File: config.mk
export PLATFORM = sky130hd
export DESIGN_NAME = mem_arbiter
export DESIGN_NICKNAME = d
export VERILOG_FILES = /design/src/rtl/mem_arb_pkg.sv /design/src/rtl/mem_arb_picker.sv /design/src/rtl/mem_arbiter.sv
export SDC_FILE = /design/constraint.sdc
export NUM_CORES = 1
export LEC_CHECK = 0
export CAP_MARGIN = 25
export CORE_AREA = 2 2 549 551
export CTS_CLUSTER_DIAMETER = 200
export DETAILED_ROUTE_END_ITERATION = 6
export DIE_AREA = 0 0 551 553
export SYNTH_ARGS = -nofsm -noshare
export SYNTH_HDL_FRONTEND = slang
export SYNTH_HIERARCHICAL = 1
export SYNTH_SLANG_ARGS = --single-unit
export TNS_END_PERCENT = 20
File: constraint.sdc
create_clock -name clk_i -period 52.6 [get_ports clk_i]
set_clock_uncertainty 0.1 [all_clocks]
set_input_delay 10.52 -clock clk_i [delete_from_list [all_inputs] [get_ports clk_i]]
set_output_delay 10.52 -clock clk_i [all_outputs]
set_load 0.005 [all_outputs]
File: src/rtl/mem_arb_pkg.sv
// rtl/mem_arb_pkg.sv - shared types and constants for the line-memory arbiter
package mem_arb_pkg;

    localparam int ADDR_W_DEF = 32;
    localparam int LINE_W_DEF = 256;

    localparam logic [1:0] GNT_NONE = 2'b00;
    localparam logic [1:0] GNT_I    = 2'b01;
    localparam logic [1:0] GNT_D    = 2'b10;

    typedef enum logic [2:0] {
        IDLE,
        BUSY_I,
        BUSY_D,
        DONE_I,
        DONE_D
    } state_e;

endpackage

File: src/rtl/mem_arb_picker.sv
// rtl/mem_arb_picker.sv - winner select between icache and dcache requests
// MEM_ARB_RR_EN selects round-robin; otherwise dcache has fixed priority.
module mem_arb_picker (
    input  logic i_req_i,
    input  logic d_req_i,
`ifdef MEM_ARB_RR_EN
    input  logic last_d_i,
`endif
    output logic pick_i_o,
    output logic pick_d_o
);

    always_comb begin
`ifdef MEM_ARB_RR_EN
        // On a tie the requester that did not win last time goes first.
        pick_d_o = d_req_i && (!i_req_i || !last_d_i);
`else
        pick_d_o = d_req_i;
`endif
        pick_i_o = i_req_i && !pick_d_o;
    end

endmodule

File: src/rtl/mem_arbiter.sv
// rtl/mem_arbiter.sv - shares the off-chip line-memory port between icache and dcache
// Define MEM_ARB_RR_EN for round-robin arbitration instead of fixed dcache priority.
module mem_arbiter #(
    parameter int ADDR_W         = mem_arb_pkg::ADDR_W_DEF,
    parameter int LINE_W         = mem_arb_pkg::LINE_W_DEF,
    parameter int TIMEOUT_CYCLES = 1023
) (
    input  logic              clk_i,
    input  logic              rst_i,
    input  logic              i_req_i,
    input  logic [ADDR_W-1:0] i_addr_i,
    output logic              i_ack_o,
    output logic [LINE_W-1:0] i_data_o,
    input  logic              d_req_i,
    input  logic              d_write_i,
    input  logic [ADDR_W-1:0] d_addr_i,
    input  logic [LINE_W-1:0] d_data_i,
    output logic              d_ack_o,
    output logic [LINE_W-1:0] d_data_o,
    output logic              mem_enable_o,
    output logic              mem_write_o,
    output logic [ADDR_W-1:0] mem_addr_o,
    output logic [LINE_W-1:0] mem_data_o,
    input  logic [LINE_W-1:0] mem_data_i,
    input  logic              mem_ack_i,
    output logic [1:0]        grant_o,
    output logic              timeout_o
);
    import mem_arb_pkg::*;

    localparam int CNT_W = $clog2(TIMEOUT_CYCLES + 1);
    localparam logic [CNT_W-1:0] CNT_LAST = CNT_W'(TIMEOUT_CYCLES - 1);

    state_e            state_q, state_d;
    logic [ADDR_W-1:0] addr_q, addr_d;
    logic              write_q, write_d;
    logic [LINE_W-1:0] wdata_q, wdata_d;
    logic [LINE_W-1:0] i_data_q, i_data_d;
    logic [LINE_W-1:0] d_data_q, d_data_d;
    logic [CNT_W-1:0]  cnt_q, cnt_d;
    logic              timeout_q, timeout_d;
    logic              mem_enable_q, mem_enable_d;
    logic              mem_write_q, mem_write_d;
    logic [1:0]        grant_q, grant_d;
    logic              i_ack_q, i_ack_d;
    logic              d_ack_q, d_ack_d;
    logic              pick_i, pick_d;

`ifdef MEM_ARB_RR_EN
    logic last_d_q, last_d_d;

    mem_arb_picker u_picker (
        .i_req_i  (i_req_i),
        .d_req_i  (d_req_i),
        .last_d_i (last_d_q),
        .pick_i_o (pick_i),
        .pick_d_o (pick_d)
    );

    always_comb begin
        last_d_d = last_d_q;
        if (state_q == IDLE && (pick_i || pick_d)) begin
            last_d_d = pick_d;
        end
    end

    always_ff @(posedge clk_i or posedge rst_i) begin
        if (rst_i) begin
            last_d_q <= 1'b0;
        end else begin
            last_d_q <= last_d_d;
        end
    end
`else
    mem_arb_picker u_picker (
        .i_req_i  (i_req_i),
        .d_req_i  (d_req_i),
        .pick_i_o (pick_i),
        .pick_d_o (pick_d)
    );
`endif

    always_comb begin
        state_d   = state_q;
        addr_d    = addr_q;
        write_d   = write_q;
        wdata_d   = wdata_q;
        i_data_d  = i_data_q;
        d_data_d  = d_data_q;
        cnt_d     = '0;
        timeout_d = timeout_q;
        case (state_q)
            IDLE: begin
                if (pick_d) begin
                    state_d = BUSY_D;
                    addr_d  = d_addr_i;
                    write_d = d_write_i;
                    wdata_d = d_data_i;
                end else if (pick_i) begin
                    state_d = BUSY_I;
                    addr_d  = i_addr_i;
                    write_d = 1'b0;
                    wdata_d = '0;
                end
            end
            BUSY_I, BUSY_D: begin
                if (mem_ack_i) begin
                    if (state_q == BUSY_I) begin
                        state_d  = DONE_I;
                        i_data_d = mem_data_i;
                    end else begin
                        state_d  = DONE_D;
                        d_data_d = mem_data_i;
                    end
                end else begin
                    // Counter freezes once the sticky flag is up so it never wraps.
                    cnt_d = timeout_q ? cnt_q : cnt_q + 1'b1;
                    if (cnt_q == CNT_LAST) begin
                        timeout_d = 1'b1;
                    end
                end
            end
            DONE_I, DONE_D: state_d = IDLE;
            default:        state_d = IDLE;
        endcase

        mem_enable_d = (state_d == BUSY_I) || (state_d == BUSY_D);
        mem_write_d  = (state_d == BUSY_D) && write_d;
        grant_d      = (state_d == BUSY_I) ? GNT_I :
                       (state_d == BUSY_D) ? GNT_D : GNT_NONE;
        i_ack_d      = (state_d == DONE_I);
        d_ack_d      = (state_d == DONE_D);
    end

    always_ff @(posedge clk_i or posedge rst_i) begin
        if (rst_i) begin
            state_q      <= IDLE;
            addr_q       <= '0;
            write_q      <= 1'b0;
            wdata_q      <= '0;
            i_data_q     <= '0;
            d_data_q     <= '0;
            cnt_q        <= '0;
            timeout_q    <= 1'b0;
            mem_enable_q <= 1'b0;
            mem_write_q  <= 1'b0;
            grant_q      <= GNT_NONE;
            i_ack_q      <= 1'b0;
            d_ack_q      <= 1'b0;
        end else begin
            state_q      <= state_d;
            addr_q       <= addr_d;
            write_q      <= write_d;
            wdata_q      <= wdata_d;
            i_data_q     <= i_data_d;
            d_data_q     <= d_data_d;
            cnt_q        <= cnt_d;
            timeout_q    <= timeout_d;
            mem_enable_q <= mem_enable_d;
            mem_write_q  <= mem_write_d;
            grant_q      <= grant_d;
            i_ack_q      <= i_ack_d;
            d_ack_q      <= d_ack_d;
        end
    end

    assign i_ack_o      = i_ack_q;
    assign i_data_o     = i_data_q;
    assign d_ack_o      = d_ack_q;
    assign d_data_o     = d_data_q;
    assign mem_enable_o = mem_enable_q;
    assign mem_write_o  = mem_write_q;
    assign mem_addr_o   = addr_q;
    assign mem_data_o   = wdata_q;
    assign grant_o      = grant_q;
    assign timeout_o    = timeout_q;

endmodule

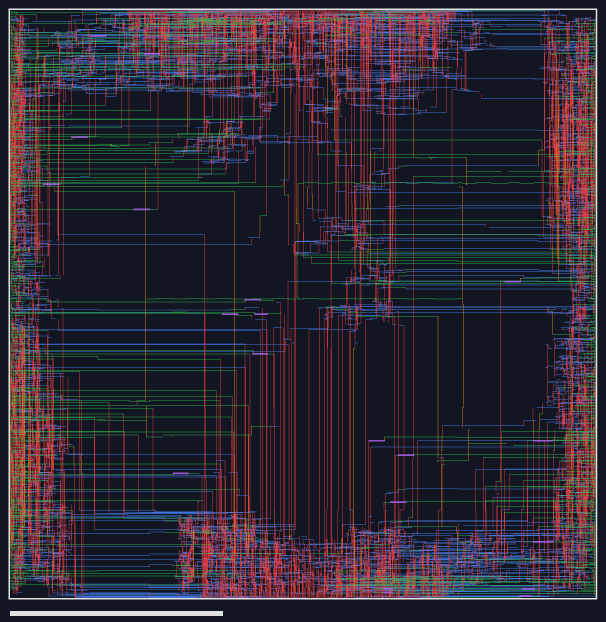
Fig. 1. Wiring by layer.
The bar under the picture is 200 um long.
Key: purple = metal 5 [wire length 259 um]; orange = metal 4 [wire length 5,010 um]; blue = metal 1 [wire length 71.3 mm]; red = metal 2 [wire length 87.0 mm]; green = metal 3 [wire length 30.6 mm]
Total GRT Usage: 0.122
total wire length: 194,000 um
Wirelength per Cell: 26.5 um
Via Count: 23,200

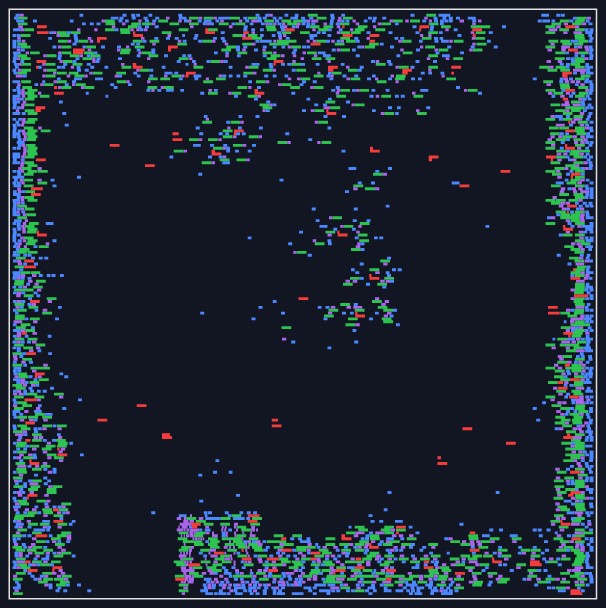
Fig. 2. Cells coloured by class.
Key: purple = combinational and other logic [cells 936]; green = flops [cells 821]; blue = other buffers and delay cells [cells 1,415]; red = clock drivers and dummy loads [cells 184]
area of the core: 299,000 sq um
fin util: 0.175
num rows: 201
Seq/total area: 0.393
Final Instance Area: 52,300 sq um

==> results.cfg <==
; yosys + openroad results
[clock_network]
clk_pin_slew_ns = 0.06
h-tree-depth = 3
numCtsBuffers = 102
clock_path_buffers = 4
post_cts_buffers = 0
cts_resized = 0
clock-sinks = 821
cts-root-buf = clkbuf_16
insertion_delay_ns = 0.78
cts_tree = yes

[timing]
setup_tns_ns = 0
fin_crit_sh = 0.283
rsz0062_at_grt = no
setup_viol = 0
slew_violations = 0
hold_violations = 0
slew_headroom = 0.295
final_critical_path_setup_slack_ns = 37.70
finalCriticalPeriod_ns = 14.90
fmax_mhz = 67.1
worst_slew_pin_slew_ns = 1.06

[logic_synthesis]
aoi_share = 0.0879
ys_sh_mux = 0.200
ff_type = dfrtp_1
synth.logic.top_family = multiplexers
simple_gate_share = 0.00734
synth.most_common_cell = dfrtp_1
synth-seq-cells = 821
yosysUniqueCellTypes = 35
synth_cells = 1889
synthAdderAreaFrac = 0.000820
synth_area_sq_um = 30500
syn_area_per_cell_sq_um = 16.1
ys_area_sq_um = 30500
top_cell_area_share = 0.674
seq_area_frac_synth = 0.674
common_cells = dfrtp_1 (821), mux2_2 (513), a22o_1 (256), o21ai_0 (68), buf_2 (56)
yosys.area.top_type = dfrtp_1
synth-edff-count = 0
synthXorXnorAreaFrac = 0.00144
async_reset_ff_frac = 1.00
yosys_warnings = 6
ys_cells = 1889
synthesis.nets = 2473

[min_path]
holdCritPathClass = reg2reg
worstHoldStart = mem_data_o[78]

[route]
drtIter0Drc = 1448
viasPerCell = 3.17
postRouteAntennaNets = 0
firstDrtPassIters = 5
drc_errors = 0

[worst_setup_path]
critPathArrivalTime_ns = 15.47
r2r_slack_ns = 47.50
crit_path_start_kind = input pin
endpoint_kind = register
r2r_start = state_q[2]
crit_path_start = mem_ack_i
crit_required_ns = 53.17
critical_path_class = in2reg
cp_max_fo = 63

[power_and_ir_drop]
pg_seq_uw = 1130
p_int_uw = 2160
comb-power_uw = 1400
power_switching_share = 0.338
power_frac_seq = 0.346
clkPwrFrac = 0.226
power_leakage_uw = 0.0206
p_sw_uw = 1100
max-vdd-ir-drop_uv = 28.8
power_leader = combinational cells
p_comb_frac = 0.428
power_uw = 3270
pg_clk_uw = 738
p_per_area_nw_per_um2 = 62.4

[global_routing]
antenna_found_initial = 94
grt_max_degree = 167
grt_overflow_total = 0
grt_first_pass_wirelength_um = 247000

[outcome]
status = completed

[place]
place_hpwl_um = 160000
placed_area_sq_um = 48800
port_buffers = 1388
pre_cts_ws_ns = 36.88
gp_congestion = 0.927

[layout]
fillers = 32500
drive_above_1_share = 0.214
mostFrequentLayoutCells = clkdlybuf4s50_1 (1,387), dfrtp_1 (821), mux2_2 (513), a22o_1 (256), clkbuf_16 (102)
area_growth_pct = 71.5
lay_top_count = clkdlybuf4s50_1
finalNetCount = 3860

[floorplan]
ios = 1389
chip_area_sq_um = 305000
die_h_um = 553
fp_util = 0.102
die_w_um = 551

[run]
drv_cap = 0
warning_count = 45
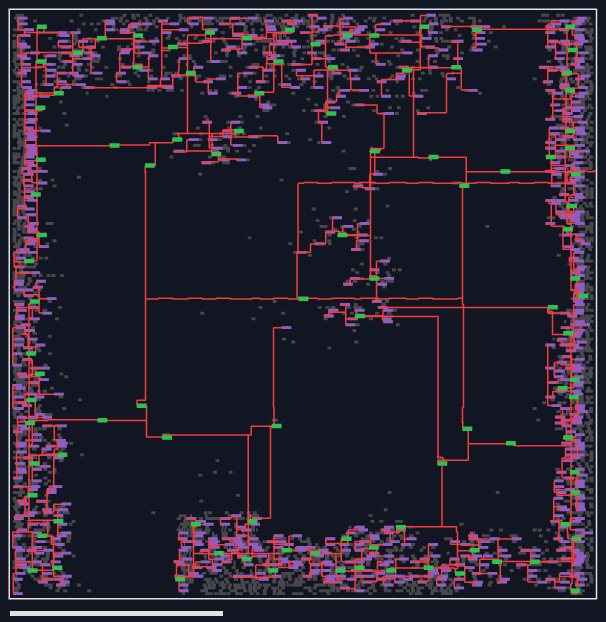
Fig. 3. Clock distribution.
The bar under the picture is 200 um long.
Key: purple = flip-flops [count 821]; green = clock drivers [count 102]; red = clock wires [length 14,200 um]
Position of the flops: spread over the die.

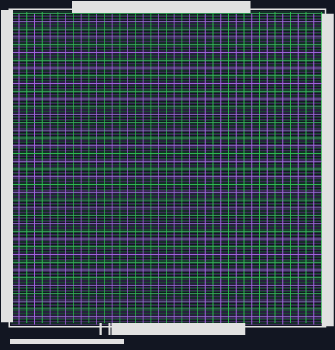
Fig. 4. Power grid.
The bar under the picture is 200 um long. Pins as bars on the die edge.
Key: green = VDD; purple = VSS
40 straps on met4. 1,389 signal pins sit on the boundary.

## path summary, 6_finish.rpt
check,to,depth (start not counted)
min in group asynchronous,mem_data_o[81],2
worst min register to register,mem_data_o[78],1
worst max register to register,i_data_o[142],7
max in group asynchronous,mem_addr_o[26],7
worst min-delay path,mem_data_o[78],1
worst max-delay path,i_data_o[142],8
## cell type report
| type | instances | area (sq um) | share of cell area |
|---|---|---|---|
| diodes | 12 | 30.0 | 0.000574 |
| clock buffers | 136 | 2890 | 0.0552 |
| clock inverters | 48 | 582 | 0.0111 |
| inverters | 5 | 26.3 | 0.000502 |
| multi-input cells | 931 | 9110 | 0.174 |
| flip-flops and latches | 821 | 20500 | 0.393 |
| well taps | 3958 | 4950 | 0.0946 |
| repair buffers | 1415 | 14200 | 0.271 |
## state kept, by name (all words and copies together), names as in the netlist
register	count
state_q	3
timeout_o	1
mem_addr_o	32
i_ack_o	1
d_data_o	256
mem_data_o	256
d_ack_o	1
cnt_q	10
write_q	1
mem_write_o	1
i_data_o	256
grant_o	2
mem_enable_o	1
## critical path, stage by stage
cell and delay [ns]:
clkdlybuf4s50_1 0.71, nand2_1 0.16, nor2_4 0.70, buf_4 0.60
buf_4 0.62, buf_4 0.69, buf_4 0.77, mux2_2 0.42
## routing by layer
layer  global-route usage  up-vias  part of all wire
met3               0.0823      271              0.16
met5                    0        -            0.0013
met1                0.133    11800              0.37
met2                0.192     1356              0.45
met4               0.0316       40             0.026
li1                     -     9728                 -
## per-stage QoR
step | hold slack (ns) | instances | util
after detailed placement | 0.390 | 7129 | 0.163
final | 0.402 | 7326 | 0.175
after CTS | 0.407 | 7313 | 0.175
after global routing | 0.414 | 7319 | 0.175
after global placement | 0.388 | 7128 | 0.163
after floorplan | 0.370 | 1889 | -
